$ cat config.mk
export PLATFORM = sky130hd
export DESIGN_NAME = pl_stage_elastic
export DESIGN_NICKNAME = d
export VERILOG_FILES = /design/src/rtl/pl_stage_elastic.sv
export SDC_FILE = /design/constraint.sdc
export NUM_CORES = 1
export LEC_CHECK = 0
export CAP_MARGIN = 20
export CORE_MARGIN = 2
export CORE_UTILIZATION = 45
export DETAILED_ROUTE_END_ITERATION = 6
export GPL_ROUTABILITY_DRIVEN = 0
export PLACE_DENSITY = 0.73
export SYNTH_ARGS = -nofsm -noshare
export SYNTH_HDL_FRONTEND = slang
export SYNTH_SLANG_ARGS = --single-unit
$ cat constraint.sdc
create_clock -name clk -period 2.9 [get_ports clk]
set_input_delay 0.435 -clock clk [delete_from_list [all_inputs] [get_ports clk]]
set_output_delay 0.435 -clock clk [all_outputs]
set_load 0.005 [all_outputs]
$ cat src/rtl/pl_stage_elastic.sv
// Elastic pipeline-stage register: valid/ready on both sides, optional skid
// entry that registers in_ready, hold/flush controls and a saturating stall counter.
module pl_stage_elastic #(
  parameter int WIDTH = 32,
  parameter int SKID  = 1,
  parameter int CNT_W = 16
) (
  input  logic             clk,
  input  logic             clr,
  input  logic             in_valid,
  output logic             in_ready,
  input  logic [WIDTH-1:0] in_data,
  output logic             out_valid,
  input  logic             out_ready,
  output logic [WIDTH-1:0] out_data,
  input  logic             hold,
  input  logic             flush,
  output logic [1:0]       occupancy,
  output logic [CNT_W-1:0] stall_cnt
);

  // Handshake: a payload moves on a side only in a cycle where that side's
  // valid and ready are both high at the rising edge; valid never waits on ready.
  typedef enum logic [1:0] {
    ST_EMPTY = 2'd0,
    ST_ONE   = 2'd1,
    ST_TWO   = 2'd2
  } state_t;

  localparam logic [CNT_W-1:0] STALL_MAX = '1;

  state_t           state_q, state_d;
  logic [WIDTH-1:0] main_q, main_d;
  logic [WIDTH-1:0] skid_q, skid_d;
  logic [CNT_W-1:0] stall_q, stall_d;
  logic             in_fire;
  logic             out_fire;

  // With the skid entry, in_ready is a function of registered state only,
  // which breaks the out_ready -> in_ready combinational path.
  always_comb begin
    if (SKID != 0) begin
      in_ready = (state_q != ST_TWO) & ~hold & ~clr;
    end else begin
      in_ready = ((state_q == ST_EMPTY) | out_ready) & ~hold & ~clr;
    end
    out_valid = (state_q != ST_EMPTY) & ~hold;
  end

  assign in_fire   = in_valid & in_ready;
  assign out_fire  = out_valid & out_ready;
  assign out_data  = main_q;
  assign occupancy = state_q;
  assign stall_cnt = stall_q;

  always_comb begin
    state_d = state_q;
    main_d  = main_q;
    skid_d  = skid_q;
    if (flush) begin
      state_d = ST_EMPTY;
      main_d  = '0;
      skid_d  = '0;
    end else begin
      case (state_q)
        ST_EMPTY: begin
          if (in_fire) begin
            state_d = ST_ONE;
            main_d  = in_data;
          end
        end
        ST_ONE: begin
          if (in_fire && out_fire) begin
            main_d = in_data;
          end else if (in_fire) begin
            if (SKID != 0) begin
              state_d = ST_TWO;
              skid_d  = in_data;
            end else begin
              main_d = in_data;
            end
          end else if (out_fire) begin
            state_d = ST_EMPTY;
            main_d  = '0;
          end
        end
        ST_TWO: begin
          if (out_fire) begin
            state_d = ST_ONE;
            main_d  = skid_q;
            skid_d  = '0;
          end
        end
        default: begin
          state_d = ST_EMPTY;
          main_d  = '0;
          skid_d  = '0;
        end
      endcase
    end
  end

  // Hold forces out_valid low, so the counter naturally freezes while held.
  always_comb begin
    stall_d = stall_q;
    if (out_valid && !out_ready && !flush && (stall_q != STALL_MAX)) begin
      stall_d = stall_q + 1'b1;
    end
  end

  always_ff @(posedge clk) begin
    if (clr) begin
      state_q <= ST_EMPTY;
      main_q  <= '0;
      skid_q  <= '0;
      stall_q <= '0;
    end else begin
      state_q <= state_d;
      main_q  <= main_d;
      skid_q  <= skid_d;
      stall_q <= stall_d;
    end
  end

endmodule

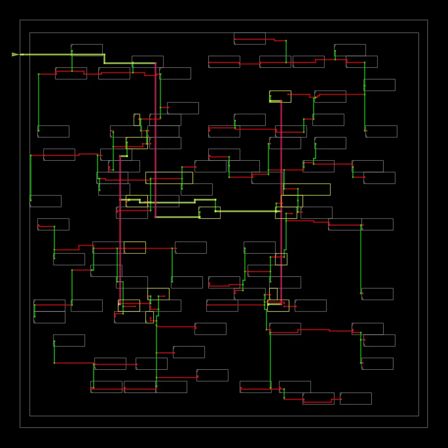
**Above:** run 1 (clock wiring as the flow saved it).
Late-Pin Clk Latency: 0.35 ns
Num CTS Buffers: 9
CTS Sinks: 82

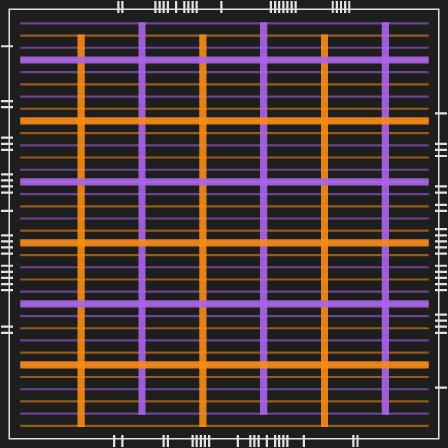
**Above:** run 1 (floorplan with the power grid).
Pins as bars on the die edge.
- purple: VDD
- orange: VSS
- signal pins: 90
- met5 straps: 6

==> results.yml, run 1 <==
# flow metrics
setup_path:
  critPathKind: "in2out"
  critPathRequiredTime_ns: 2.47
  rr_endpoint: "stall_cnt[1]"
  arrival_ns: 1.84
final_layout:
  fin_nets: 589
  design_area_um2: 4956
  antenna_cells: 0
  nFillCells: 751
  buffers_excl_clock: 101
  clock_buffers: 11
die:
  dieArea_um2: 9114
  tap-cell-count: 105
  die_y_um: 95.47
  design.core.area_um2: 8175
synthesis:
  simple_gate_area_frac: 0.2316
  synth_top_cell_by_count: "dfxtp_1"
  common_cells: "82 x dfxtp_1, 72 x nand2_1, 53 x nor2_1"
final_timing:
  hold_viol_final: 0
  setup_viol: 0
  rsz0062_at_grt: "no"
power_and_ir_drop:
  comb-power_w: 0.000172
  pwr-share-clk: 0.411
  p_int_w: 0.001727
  sw_frac_of_total: 0.2232
drt:
  drtIter0Drc: 134
  dr.pass1.iters: 4
global_routing:
  grt_busiest_layer: "met2"
  grt_remaining_overflow: 0
  grt_util_met3: 0.04111
  gr-usage-all-layers: 0.2062
  use_met2: 0.3410
outcome:
  run_status: "completed"
cts:
  cts_resized: 0
  post-cts-setup-buffers: 0
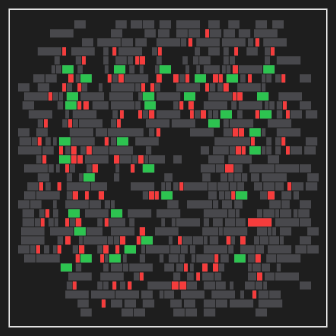
**Above:** run 1 (selected gate families).
- green: mux cells (cells 34; most used mux2i_1)
- red: nand cells (cells 114; most used nand2_1; where spread over the die)

## run 1: stage by stage
step / power [W] / util
after floorplan: 0.001236 / -
after global placement: 0.001333 / 0.5794
after detailed placement: 0.001336 / 0.5794
after CTS: 0.002243 / 0.6062
after global routing: 0.002305 / 0.6062
final: 0.002223 / 0.6062
## run 1: worst max path at each step
| stage | to | depth (start not counted) |
|---|---|---|
| after global routing | in_ready | 3 |
| after floorplan | skid_q[18] | 6 |
| final | in_ready | 3 |
| after CTS | in_ready | 3 |
| after detailed placement | skid_q[3] | 6 |
| after global placement | skid_q[3] | 6 |
## run 1: worst max-delay path, cell delays in order
cell and delay [ns]:
clkdlybuf4s50_1 0.62, nor3_1 0.26, clkdlybuf4s50_1 0.52
**Run 1: met1 routing**

Supply wires on this layer in grey.
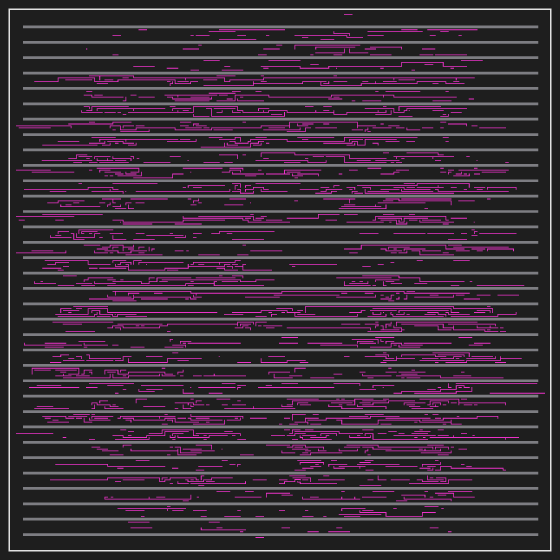

--- run 2 (diff from run 1) ---
==> constraint.sdc (replaced) <==
create_clock -name clk -period 2.1 [get_ports clk]
set_input_delay 0.315 -clock clk [delete_from_list [all_inputs] [get_ports clk]]
set_output_delay 0.315 -clock clk [all_outputs]
set_load 0.005 [all_outputs]
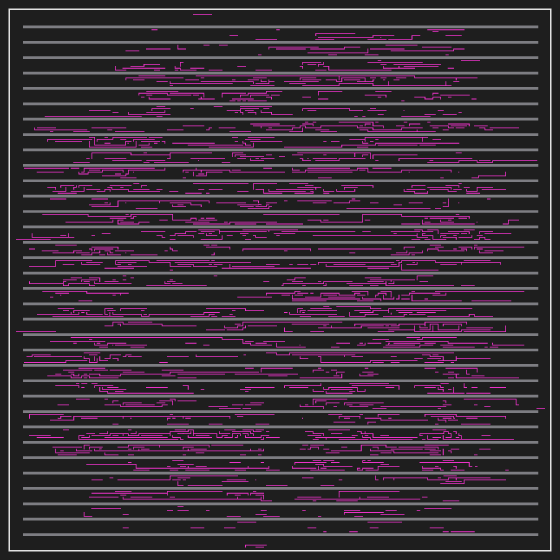
**Above:** run 2 (met1 routing).
Supply wires on this layer in grey.
- longest straight run: 38.6 µm
- nets with wire on the layer: 527
- wire length on this layer: 4280 µm

==> run 2 against run 1 <==
  * Core utilization increased by 0.41 points
  * Global-route usage increased by 1.2 points
  * Critical path type is now reg2out
  * Cell count increased by 1.2%
  * Final area increased by 0.68%
  * Clock power increased by 8.1%
==> results.yml, run 2 <==
# flow metrics
setup_path:
  critPathKind: "reg2out"
  arrival_ns: 1.61
  crit_path_end: "in_ready"
  crit_buf_inv: 1
  worst-path-stages: 3
  critPathMaxStageDelay_ns: 0.53
power_and_ir_drop:
  pwr-share-clk: 0.352
  power_w: 0.002807
  sw_frac_of_total: 0.2479
  p_int_w: 0.002111
die:
  die_y_um: 95.47
  design.core.area_um2: 8175
  dieArea_um2: 9114
cts:
  clock_latency_ns: 0.35
  post-cts-setup-buffers: 0
  clock-sinks: 82
global_routing:
  gr-usage-all-layers: 0.2185
final_timing:
  rsz0062_at_grt: "no"
  hold_viol_final: 0
  setup_viol: 0
final_layout:
  design_area_um2: 4990
  antenna_cells: 0
  final_util: 0.6103
  clock_buffers: 10
  nFillCells: 736
drt:
  dr.pass1.iters: 4
synthesis:
  synth_top_cell_by_count: "dfxtp_1"
outcome:
  run_status: "completed"
[run 2: layer usage]
layer / vias to the layer above / share of wire / global-route usage / wire length [µm]
met1: 1655 / 0.45 / 0.2672 / 4280
met4: 0 / 0.012 / 0.07738 / 111
met2: 85 / 0.48 / 0.3797 / 4615
li1: 1795 / - / - / -
met3: 12 / 0.057 / 0.04585 / 546
met5: - / 0 / 0 / 0
[run 2: worst min-delay path by stage]
stage / endpoint / start / slack [ns]
floorplan: occupancy[0] / flush / 0.39
global placement: out_data[19] / out_data[19] / 0.43
detailed placement: out_data[30] / out_data[30] / 0.44
CTS: out_data[26] / out_data[26] / 0.46
global route: out_data[17] / out_data[17] / 0.49
finish: out_data[26] / out_data[26] / 0.45
--- run 3 (diff from run 2) ---
--- a/config.mk
+++ b/config.mk
@@ -8,6 +8,7 @@
 export CAP_MARGIN = 20
 export CORE_MARGIN = 2
 export CORE_UTILIZATION = 45
+export CTS_CLUSTER_DIAMETER = 40
 export DETAILED_ROUTE_END_ITERATION = 6
 export GPL_ROUTABILITY_DRIVEN = 0
 export PLACE_DENSITY = 0.73
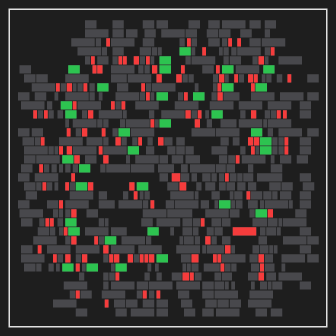
**Above:** run 3 (selected gate families).
- red: nand cells (cells 114; most used nand2_1; where spread over the die)
- green: mux cells (cells 34; most used mux2i_1)

==> run 3 against run 2 <==
  * Critical path depth stayed put
  * Non-clock buffer count stayed put
  * Final area stayed put
  * First-iteration DRC count did not move
  * Global-route usage unchanged
  * Fmax did not move
  * Via count did not move
  * Cell count unchanged
  * Sequential share of layout area did not move
  * Routed wire length stayed put
  * Clock-buffer cell count did not move
==> results.yml, run 3 <==
# flow metrics
outcome:
  run_status: "completed"
power_and_ir_drop:
  p_int_w: 0.002111
  sw_frac_of_total: 0.2479
  pwr-share-clk: 0.352
  p_seq_frac: 0.559
final_layout:
  antenna_cells: 0
  lay_top_cells: "89 x clkdlybuf4s50_1, 80 x dfxtp_1, 72 x nand2_1"
  comb_share: 0.3962
  final_util: 0.6103
  clock_buffers: 10
  nFillCells: 736
drt:
  dr.max_layer_used: "met4"
  dr_wl_met3_um: 546
  wl_met1_um: 4280
  wl_met2_um: 4615
  dr.pass1.iters: 4
die:
  die_width_um: 95.47
  design.core.area_um2: 8175
  dieArea_um2: 9114
setup_path:
  crit_path_end: "in_ready"
  critPathKind: "reg2out"
  crit_buf_inv: 1
  critPathMaxStageDelay_ns: 0.53
  arrival_ns: 1.61
  worst-path-stages: 3
cts:
  clock-sinks: 82
  clock_latency_ns: 0.35
  post-cts-setup-buffers: 0
  cts_resized: 0
  path_clk_slew_ns: 0.08
final_timing:
  rsz0062_at_grt: "no"
  setup_viol: 0
  fin_tns_setup_ns: 0
  hold_viol_final: 0
synthesis:
  common_cells: "82 x dfxtp_1, 72 x nand2_1, 53 x nor2_1"
  synth_top_cell_by_count: "dfxtp_1"
  ys_top_cells_by_area: "dfxtp_1 44%, mux2i_1 9.0%, nand2_1 7.2%"
  synth-edff-count: 0
job:
  max_cap_violations: 0
global_routing:
  grt_util_met3: 0.04585
  grt_busiest_layer: "met2"
  use_met2: 0.3797
  use_met1: 0.2672
  gr-usage-all-layers: 0.2185
worst_hold_path:
  holdPathEnd: "out_data[26]"
  hold_start: "out_data[26]"
## run 3: cell counts in the layout (fill, tap and decap cells not counted)
Identical to the previous run, type by type.
## run 3: metrics by stage
step | hold slack, ns | total power [W] | area, µm²
2_1_floorplan | 0.3914 | 0.001707 | 3765
3_3_place_gp | 0.4337 | 0.001850 | 4830
3_5_place_dp | 0.4417 | 0.001853 | 4830
4_1_cts | 0.4577 | 0.002835 | 4990
5_1_grt | 0.4887 | 0.002919 | 4990
6_report | 0.4511 | 0.002807 | 4990
## run 3: cells by family (layout without fill, tap and decap cells)
family          after synthesis  after routing  share of synthesized area
xor+xnor                     16             16                    0.03722
simple gates                192            192                     0.2316
mux                          34             34                    0.09040
buf+inv                      37            126                    0.04320
compound gates              112            112                     0.1582
flops                        82             82                     0.4360
fa+ha+maj                     1              1                   0.003323
Power figures rest on the tool's default switching activity, not on a simulated workload.
